===== src/rtl/alu_result_reg.sv =====
// Accumulator register behind the lab ALU: captures alu_in on a debounced load press,
// keeps a circular history of committed values and lets a second button browse it.
module alu_result_reg #(
  parameter int WIDTH   = 8,
  parameter int DEPTH   = 4,
  parameter int LOCKOUT = 16
) (
  input  logic                       clk,
  input  logic                       reset,
  input  logic [WIDTH-1:0]           alu_in,
  input  logic                       load_req,
  input  logic                       hist_req,
  output logic [WIDTH-1:0]           q,
  output logic [3:0]                 b_fb,
  output logic [WIDTH-1:0]           hist_q,
  output logic [$clog2(DEPTH)-1:0]   hist_idx,
  output logic [$clog2(DEPTH):0]     hist_count,
  output logic                       zero,
  output logic                       busy
);

  localparam int IW = $clog2(DEPTH);
  localparam int CW = (LOCKOUT > 1) ? $clog2(LOCKOUT) : 1;

  typedef enum logic [1:0] {IDLE, CAPTURE, PUSH, LOCK} state_t;

  state_t           state, state_next;
  logic             load_s1, load_s2, load_s3;
  logic             hist_s1, hist_s2, hist_s3;
  logic             load_rise, hist_rise;
  logic [CW-1:0]    lock_cnt;
  logic [IW-1:0]    wr_ptr, rd_ptr;
  logic [WIDTH-1:0] hist_mem [DEPTH];

  // Two-flop synchronizers plus a delay flop; the delay flop keeps tracking the
  // input even while the FSM ignores rises, so a held button never re-fires.
  always_ff @(posedge clk) begin
    if (reset) begin
      {load_s1, load_s2, load_s3} <= 3'b000;
      {hist_s1, hist_s2, hist_s3} <= 3'b000;
    end else begin
      {load_s1, load_s2, load_s3} <= {load_req, load_s1, load_s2};
      {hist_s1, hist_s2, hist_s3} <= {hist_req, hist_s1, hist_s2};
    end
  end

  assign load_rise = load_s2 & ~load_s3;
  assign hist_rise = hist_s2 & ~hist_s3;

  always_comb begin
    state_next = state;
    case (state)
      IDLE:    if (load_rise) state_next = CAPTURE;
      CAPTURE: state_next = PUSH;
      PUSH:    state_next = LOCK;
      LOCK:    if (lock_cnt == '0) state_next = IDLE;
      default: state_next = IDLE;
    endcase
  end

  always_ff @(posedge clk) begin
    if (reset) begin
      state      <= IDLE;
      q          <= '0;
      wr_ptr     <= '0;
      hist_count <= '0;
      hist_idx   <= '0;
      lock_cnt   <= '0;
    end else begin
      state <= state_next;
      case (state)
        CAPTURE: q <= alu_in;
        PUSH:    lock_cnt <= CW'(LOCKOUT - 1);
        LOCK:    if (lock_cnt != '0) lock_cnt <= lock_cnt - 1'b1;
        default: ;
      endcase
      // A commit always snaps the view back to the newest entry, even over a browse press.
      if (state == PUSH) begin
        wr_ptr   <= wr_ptr + 1'b1;
        hist_idx <= '0;
        if (hist_count != (IW+1)'(DEPTH)) hist_count <= hist_count + 1'b1;
      end else if (hist_rise) begin
        if (hist_count <= (IW+1)'(1)) hist_idx <= '0;
        else if ({1'b0, hist_idx} + (IW+1)'(1) >= hist_count) hist_idx <= '0;
        else hist_idx <= hist_idx + 1'b1;
      end
    end
  end

  always_ff @(posedge clk) begin
    if (!reset && state == PUSH) hist_mem[wr_ptr] <= q;
  end

  assign rd_ptr = wr_ptr - IW'(1) - hist_idx;
  assign hist_q = (hist_count != '0) ? hist_mem[rd_ptr] : '0;
  assign b_fb   = q[3:0];
  assign zero   = (q == '0);
  assign busy   = (state != IDLE);

endmodule


===== config.mk =====
export PLATFORM = sky130hd
export DESIGN_NAME = alu_result_reg
export DESIGN_NICKNAME = d
export VERILOG_FILES = /design/src/rtl/alu_result_reg.sv
export SDC_FILE = /design/constraint.sdc
export NUM_CORES = 1
export LEC_CHECK = 0
export CAP_MARGIN = 15
export CORE_MARGIN = 2
export CORE_UTILIZATION = 25
export DETAILED_ROUTE_END_ITERATION = 6
export DONT_BUFFER_PORTS = 1
export PLACE_DENSITY = 0.45
export SYNTH_ARGS = -nofsm -noshare
export SYNTH_HDL_FRONTEND = slang
export SYNTH_SLANG_ARGS = --single-unit

===== constraint.sdc =====
create_clock -name clk -period 2.6 [get_ports clk]
set_input_delay 0.52 -clock clk [delete_from_list [all_inputs] [get_ports clk]]
set_output_delay 0.52 -clock clk [all_outputs]
set_load 0.03 [all_outputs]

==> impl_metrics.yaml <==
# generated from flow reports
run_status:
  outcome: "finished clean"
yosys:
  synth.cellmix.compoundShare_pct: 4.52
  yosys_register_bits: 59
  ys_warn_count: 0
  synth.mux.area_fraction_pct: 12.6
  postSynthCellCount: 195
  synth_cell_types: 34
  mean_area_per_synthesized_cell_um2: 13.5
  synthAdderAreaFrac_pct: 8.09
  synthesis.nets: 224
  ys_sh_simple_pct: 11.9
  synth-edff-count: 32
  yosys.area_share.xor_xnor_pct: 1.57
  dominantRegCellSynth: "edfxtp_1"
  synth_area_um2: 2630
  logic_family: "multiplexers"
  synth_sequential_area_ratio_pct: 57.1
  ys_cells: 195
  yosys.stat.chipArea_um2: 2630
  synth_async_sr_flop_share_pct: 0
placed_design:
  placed_standard_cell_area_um2: 2890
  placed_cells_incl_taps: 340
  buffer_ports.inserted: 0
  dp_hpwl_um: 3410
  gp_congestion: 0.676
finish:
  fillerInstances: 1060
  nonClockInverterCount: 12
  seq-cell-share_pct: 47.9
  logic_area_um2: 1010
  final_layout_size_suffix_gt1_share_pct: 19.1
  final_common_cell: "edfxtp_1"
  sh_comb_area_pct: 32.3
  ff_latch_area_um2: 1500
  clock_tree_area_fraction_pct: 7.89
  layout_top_cells: "32 x edfxtp_1, 25 x dfxtp_1, 20 x buf_4"
  signal_buffers: 21
  comb.multi_input.count: 112
  syn_to_final_growth_pct: 19.5
  finish.net_count: 244
sta:
  tightest_pin_transition_ps: 567
  max_slew_margin_pct: 62.2
  fin_crit_ps: 2560
  timing.fmax_mhz: 391
  rsz0062_at_grt: "true"
  setup_viol: 0
  slew_viol_final: 0
  final.period_utilization_pct: 98.3
  final_hold_viol_count: 0
floorplan:
  placement_rows: 37
  placeableCoreArea_um2: 10300
  ios: 39
  die_area_um2: 11400
  n_tap_cell: 136
  floorplanUtilization_pct: 25.6
  chipHeight_um: 107
grt:
  grt_overflow_total: 0
  grtUsageMet3_pct: 4.54
  grt_first_pass_wirelength_um: 7780
  all_layer_gr_usage_pct: 9.29
  first_global_vias: 1484
  grt_antenna_before_repair: 0
  grt_start_max_net_pins: 27
detailed_routing:
  detailroute.via_count: 1523
  route.detailed.vias_per_inst: 4.28
  drt-wirelength-per-cell_um: 13.9
  routed-wl-met3_um: 259
  first_pass_iters: 4
  postRouteWirelength_um: 4960
  drc: 0
  dr.first_iter.drc_count: 41
  drt-met1-wl_um: 2310
  wl_met2_um: 2340
  highest_metal_layer_used_by_the_detailed_router: "met4"
flow_run:
  max_cap_viol_count: 0
  stage_log_warnings: 36
critical_path:
  worstReg2RegStart: "hist_idx[1]$_SDFFE_PP0P_"
  cp.buffers_inverters: 3
  timing.setup.critical_path_class: "reg -> out"
  arrival_ps: 2040
  worst-path-max-fanout: 8
  crit_required_ps: 2080
  crit_path_end_kind: "primary output"
  crit_family: "multiplexers"
  timing.critical_path.slowest_cell_delay_ps: 560
power:
  power.density_nw_per_um2: 943
  power.static_leakage_uw: 0.00119
  peak_supply_drop_mv: 0.263
clocking:
  clockBufferDepth: 2
  htreeDepth: 3
  post_cts_hold_buffer_count: 0
  clk_transition_reported_paths_ps: 70
  postCtsSetupRepairBufs: 0
  cts_tree: "yes"
min_path:
  worstHoldStart: "reset"
## where the power goes
part           switching [uW]  total, uW  internal [uW]  leakage, uW
Sequential               80.6       1160           1080     0.000516
Clock                     389       1030            642     0.000120
Combinational             454        768            314     0.000553
## cells in the mapped netlist (5+ instances only)
cell type,number,area share [%]
mux4_1,8,8.0
nor2b_1,17,4.0
dfxtp_1,27,21
nand2_1,5,0.71
nor2_1,16,2.3
ha_1,17,8.1
mux2i_1,12,4.6
inv_1,12,1.7
edfxtp_1,32,37
## sequential cells by signal, summed over array words and instances (netlist names)
register,count
lock_cnt,4
hist_count,3
hist_s1,1
hist_mem,32
load_s1,1
hist_s2,1
state,2
q,8
wr_ptr,2
load_s3,1
hist_idx,2
hist_s3,1
load_s2,1
## per-stage QoR
step | worst slack [ps] | hold slack [ps] | TNS [ps] | total power (uW) | utilization, %
6_report | 43.3 | 243 | 0 | 2960 | 30.6
5_1_grt | -40.5 | 210 | -212 | 3130 | 30.6
4_1_cts | -5.55 | 226 | -8.60 | 3010 | 30.6
3_5_place_dp | 353 | 429 | 0 | 1960 | 28.1
3_3_place_gp | 375 | 419 | 0 | 1950 | 28.1
2_1_floorplan | 193 | 414 | 0 | 1770 | -
## worst paths after layout
path | endpoint | slack [ps] | cells past startpoint
setup / recovery | hist_q[6] | 40 | 6
hold / removal | hist_count[1]$_SDFFE_PP0P_ | 240 | 1
setup reg to reg | hist_idx[0]$_SDFFE_PP0P_ | 950 | 6
hold reg to reg | load_s2$_SDFF_PP0_ | 440 | 1
## worst reg2reg max path, stage by stage (launching register included)
cell and delay, ps:
dfxtp_1 360, buf_4 190, ha_1 260, ha_1 270, o21ai_0 150, nor2_1 80
o31ai_1 240
## what timing repair did
action                                  in CTS  in global routing
gates resized                                1                  3
hold endpoints to repair                     0                  0
endpoints found under the setup margin       5                  8
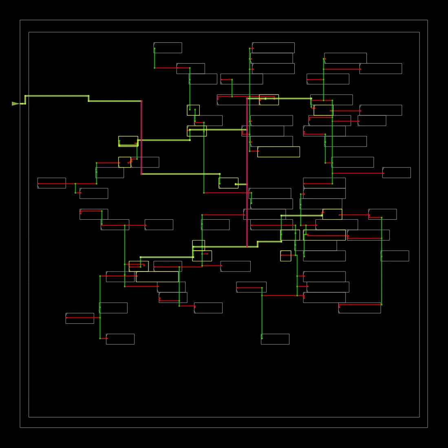
Figure 1: clock wiring as the flow saved it.
clk_buf instances: 9
Clock Sink Count: 59
flip-flops: 59

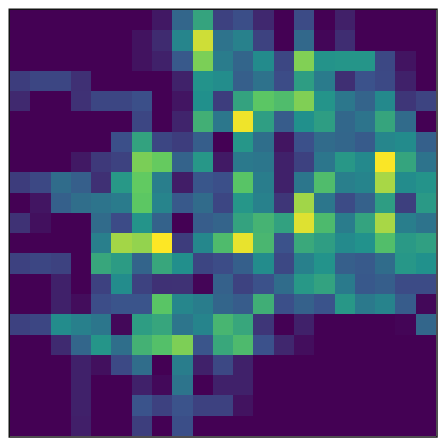
Figure 2: wire density map.
(4 px per um) 21 x 21 tiles, from dark purple (low) to yellow (high), scaled to the fullest tile. Values are wire area over tile area, all layers added.
nearly empty tiles = 33%
tiles over half the peak = 18%
fullest tile = 0.28
densest ninth of the die = right middle
mean over tiles = 0.068

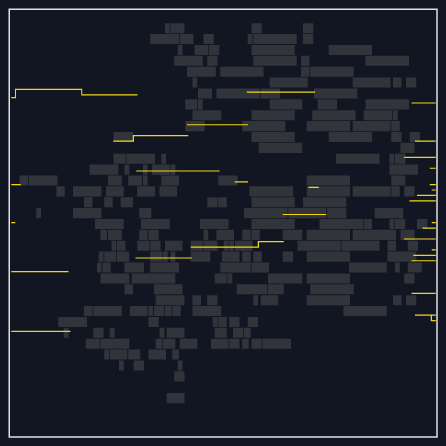
Figure 3: metal 3.
(4 px per um) Cells faint in the background.
longest straight run = 20.5 um
wire length on this layer = 260 um
main direction = horizontal
nets with wire on the layer = 20
share of all routed wire = 5.2%

No activity file was given, so power comes from the tool's default toggle rates.
